[src/rtl/s27_fi_ctrl.sv]
// Fault-injection campaign controller for the s27 benchmark: sequences reset/run phases,
// drives LFSR stimulus and a one-shot fault strobe, and tallies runs whose G17 diverged.
module s27_fi_ctrl #(
    parameter int unsigned CYC_W   = 8,
    parameter int unsigned RUN_W   = 16,
    parameter int unsigned RST_CYC = 2,
    parameter logic [15:0] SEED    = 16'hACE1
) (
    input  logic             CK,
    input  logic             RST,
    input  logic             start,
    input  logic [RUN_W-1:0] num_runs,
    input  logic [CYC_W-1:0] run_len,
    input  logic [CYC_W-1:0] inj_cycle,
    input  logic [1:0]       inj_target,
    input  logic             dut_out,
    input  logic             gold_out,
    output logic             dut_rst,
    output logic [3:0]       dut_in,
    output logic             fault_en,
    output logic [2:0]       fault_sel,
    output logic             busy,
    output logic             done,
    output logic [RUN_W-1:0] fail_runs,
    output logic [RUN_W-1:0] first_fail,
    output logic             fail_seen
);

    localparam int unsigned RC_W = (RST_CYC > 1) ? $clog2(RST_CYC) : 1;

    typedef enum logic [1:0] {StIdle, StReset, StRun, StDone} state_e;

    state_e           state_q, state_d;
    logic [15:0]      lfsr_q, lfsr_d;
    logic [CYC_W-1:0] cyc_q, cyc_d;
    logic [RC_W-1:0]  rcnt_q, rcnt_d;
    logic [RUN_W-1:0] run_idx_q, run_idx_d;
    logic [RUN_W-1:0] num_runs_q, num_runs_d;
    logic [CYC_W-1:0] run_len_q, run_len_d;
    logic [CYC_W-1:0] inj_cycle_q, inj_cycle_d;
    logic [1:0]       inj_target_q, inj_target_d;
    logic             run_fail_q, run_fail_d;
    logic [RUN_W-1:0] fail_runs_q, fail_runs_d;
    logic [RUN_W-1:0] first_fail_q, first_fail_d;
    logic             fail_seen_q, fail_seen_d;
    logic             mismatch;
    logic             run_failed;

    assign mismatch   = dut_out ^ gold_out;
    // The last RUN cycle's own compare has not landed in run_fail_q yet.
    assign run_failed = run_fail_q | mismatch;

    always_comb begin
        state_d      = state_q;
        lfsr_d       = lfsr_q;
        cyc_d        = cyc_q;
        rcnt_d       = rcnt_q;
        run_idx_d    = run_idx_q;
        num_runs_d   = num_runs_q;
        run_len_d    = run_len_q;
        inj_cycle_d  = inj_cycle_q;
        inj_target_d = inj_target_q;
        run_fail_d   = run_fail_q;
        fail_runs_d  = fail_runs_q;
        first_fail_d = first_fail_q;
        fail_seen_d  = fail_seen_q;
        unique case (state_q)
            StIdle: begin
                if (start) begin
                    num_runs_d   = num_runs;
                    run_len_d    = run_len;
                    inj_cycle_d  = inj_cycle;
                    inj_target_d = inj_target;
                    lfsr_d       = SEED;
                    fail_runs_d  = '0;
                    first_fail_d = '0;
                    fail_seen_d  = 1'b0;
                    run_idx_d    = '0;
                    rcnt_d       = '0;
                    if (num_runs == '0 || run_len == '0) begin
                        state_d = StDone;
                    end else begin
                        state_d = StReset;
                    end
                end
            end
            StReset: begin
                if (rcnt_q == RC_W'(RST_CYC - 1)) begin
                    state_d    = StRun;
                    cyc_d      = '0;
                    run_fail_d = 1'b0;
                end else begin
                    rcnt_d = rcnt_q + RC_W'(1);
                end
            end
            StRun: begin
                lfsr_d = {lfsr_q[14:0], lfsr_q[15] ^ lfsr_q[13] ^ lfsr_q[12] ^ lfsr_q[10]};
                cyc_d  = cyc_q + CYC_W'(1);
                if (mismatch) begin
                    run_fail_d = 1'b1;
                end
                if (cyc_q == run_len_q - CYC_W'(1)) begin
                    if (run_failed) begin
                        if (fail_runs_q != '1) begin
                            fail_runs_d = fail_runs_q + RUN_W'(1);
                        end
                        if (!fail_seen_q) begin
                            first_fail_d = run_idx_q;
                            fail_seen_d  = 1'b1;
                        end
                    end
                    run_idx_d = run_idx_q + RUN_W'(1);
                    rcnt_d    = '0;
                    if (run_idx_q + RUN_W'(1) == num_runs_q) begin
                        state_d = StDone;
                    end else begin
                        state_d = StReset;
                    end
                end
            end
            StDone: begin
                state_d = StIdle;
            end
            default: begin
                state_d = StIdle;
            end
        endcase
    end

    always_ff @(posedge CK or negedge RST) begin
        if (!RST) begin
            state_q      <= StIdle;
            lfsr_q       <= SEED;
            cyc_q        <= '0;
            rcnt_q       <= '0;
            run_idx_q    <= '0;
            num_runs_q   <= '0;
            run_len_q    <= '0;
            inj_cycle_q  <= '0;
            inj_target_q <= 2'd3;
            run_fail_q   <= 1'b0;
            fail_runs_q  <= '0;
            first_fail_q <= '0;
            fail_seen_q  <= 1'b0;
        end else begin
            state_q      <= state_d;
            lfsr_q       <= lfsr_d;
            cyc_q        <= cyc_d;
            rcnt_q       <= rcnt_d;
            run_idx_q    <= run_idx_d;
            num_runs_q   <= num_runs_d;
            run_len_q    <= run_len_d;
            inj_cycle_q  <= inj_cycle_d;
            inj_target_q <= inj_target_d;
            run_fail_q   <= run_fail_d;
            fail_runs_q  <= fail_runs_d;
            first_fail_q <= first_fail_d;
            fail_seen_q  <= fail_seen_d;
        end
    end

    always_comb begin
        dut_rst   = (state_q != StRun);
        busy      = (state_q == StReset) || (state_q == StRun);
        done      = (state_q == StDone);
        dut_in    = lfsr_q[3:0];
        fault_en  = (state_q == StRun) && (inj_target_q != 2'd3) && (cyc_q == inj_cycle_q);
        fault_sel = 3'b000;
        if (fault_en) begin
            fault_sel = 3'b001 << inj_target_q;
        end
    end

    assign fail_runs  = fail_runs_q;
    assign first_fail = first_fail_q;
    assign fail_seen  = fail_seen_q;

endmodule

[config.mk]
export PLATFORM = sky130hd
export DESIGN_NAME = s27_fi_ctrl
export DESIGN_NICKNAME = d
export VERILOG_FILES = /design/src/rtl/s27_fi_ctrl.sv
export SDC_FILE = /design/constraint.sdc
export NUM_CORES = 1
export LEC_CHECK = 0
export CAP_MARGIN = 20
export CORE_UTILIZATION = 55
export CTS_CLUSTER_DIAMETER = 200
export DETAILED_ROUTE_END_ITERATION = 12
export PLACE_DENSITY = 0.8
export REMOVE_ABC_BUFFERS = 1
export SLEW_MARGIN = 20
export SYNTH_ARGS = -nofsm -noshare
export SYNTH_HDL_FRONTEND = slang
export SYNTH_SLANG_ARGS = --single-unit
[constraint.sdc]
create_clock -name CK -period 8.1 [get_ports CK]
set_clock_uncertainty 0.2 [all_clocks]
set_input_delay 1.62 -clock CK [delete_from_list [all_inputs] [get_ports CK]]
set_output_delay 1.62 -clock CK [all_outputs]
set_load 0.03 [all_outputs]
### Metal 1

The bar under the picture is 20 um long.
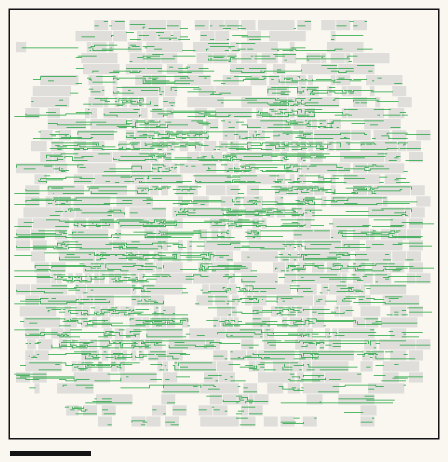
main direction = horizontal
wire length on this layer = 5860 um
share of all routed wire = 46%
met1 usage: 34.0%
total number of vias: 4582
final WL: 12800 um

### The metal 2 layer

The bar under the picture is 20 um long.
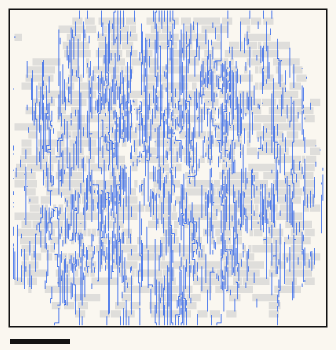
nets with wire on the layer = 610
main direction = vertical
share of all routed wire = 49%

==> job_summary.md <==
## Implementation flow summary

| Metric | Value |
|---|---|
| Xor/xnor share | `7.70%` |
| CP top delay family | `AND-OR/OR-AND gates` |
| Routability cong. | `0.876` |
| Placed insts | `roughly 770` |
| Critical Path Start Type | `primary input` |
| Seq power | `554 uW` |
| Reg2Reg Setup Slack | `3.92 ns` |
| Signal buffers | `85` |
| Seq share, synth | `47.1%` |
| Yosys adder share | `1.69%` |
| Logic share of the area | `40.6%` |
| Tapcells | `between 100 and 150` |
| Total chip power | `approximately 980 uW` |
| First-pass GRT wire length | `21500 um` |
| Setup crit start | `start` |
| Simple Share, Synth | `between 10% and 20%` |
| Endpoints failing hold | `0` |
| Top cells by area | `dfrtp_1, mux2_2, dfstp_2` |
| Post-layout utilization of the core | `a little under 70%` |
| Crit Path Class | `in -> reg` |
| Invs w/o clock | `32` |
| Highest metal used | `met4` |
| Die H | `106 um` |
| Synth-to-layout area growth | `18.3%` |
| Port-buffer cells | `82` |
| Type of the tightest min-delay check | `reg -> reg` |
| Crit path DRT | `between 8 and 9 ns` |
| Static Leakage | `3.20 nW` |
| Ys cells | `around 580` |
| Tool warnings | `28` |
| Clk pwr share | `between 40% and 50%` |
| FMAX | `0.213 GHz` |
| Layout Cells excl Fill | `784` |
| Mean Syn Cell Area | `10.2 um^2` |
| Syn. warnings | `0` |
| Hold path depth | `1` |
| CTS tree | `yes` |
| CP Buf/Inv Count | `2` |
| Final setup viols | `0` |
| Top FF cell, synth | `dfrtp_1` |
| DR vias/cell | `between 5 and 6` |
| Relative slew margins | `between 30% and 40%` |
| Fin. max-slew vios | `0` |
| Clock buf count | `10` |
| EDFF count, synth | `0` |
| Critical Path Max Stage Delay | `0.84 ns` |
| Largest class | `combinational gates` |
| Synth mux share | `10.4%` |
| Number of top-level pins | `83` |
| Hold Buf Count CTS | `0` |
| CTS resizes | `0` |
| Max Cap Viol | `0` |
| Top-count cell post-synth | `dfrtp_1` |
| Total stage count of the critical path | `7` |
| Late-Pin Clk Latency | `0.38 ns` |
| H-tree Lvls | `3` |
| Final min period | `~4.7 ns` |
| DP HPWL | `8930 um` |
| Reg clk slew, reported paths | `0.10 ns` |
| Drt first pass iters | `4` |
| Root Driver | `clkbuf_8` |
| Chip Area, Yosys | `5920 um^2` |
| Top logic family | `simple AND/OR/NAND/NOR gates` |
| Sink Count | `~110` |
| Worst Hold Slack | `0.311 ns` |
| Met3 global-route usage | `5.44%` |
| Status | `completed` |
| Met2 Use GR | `between 30% and 40%` |
| R2R cell count | `9` |
| Die x size | `106 um` |
| Net Sw Power | `203 uW` |
Power and IR drop assume default switching activity.
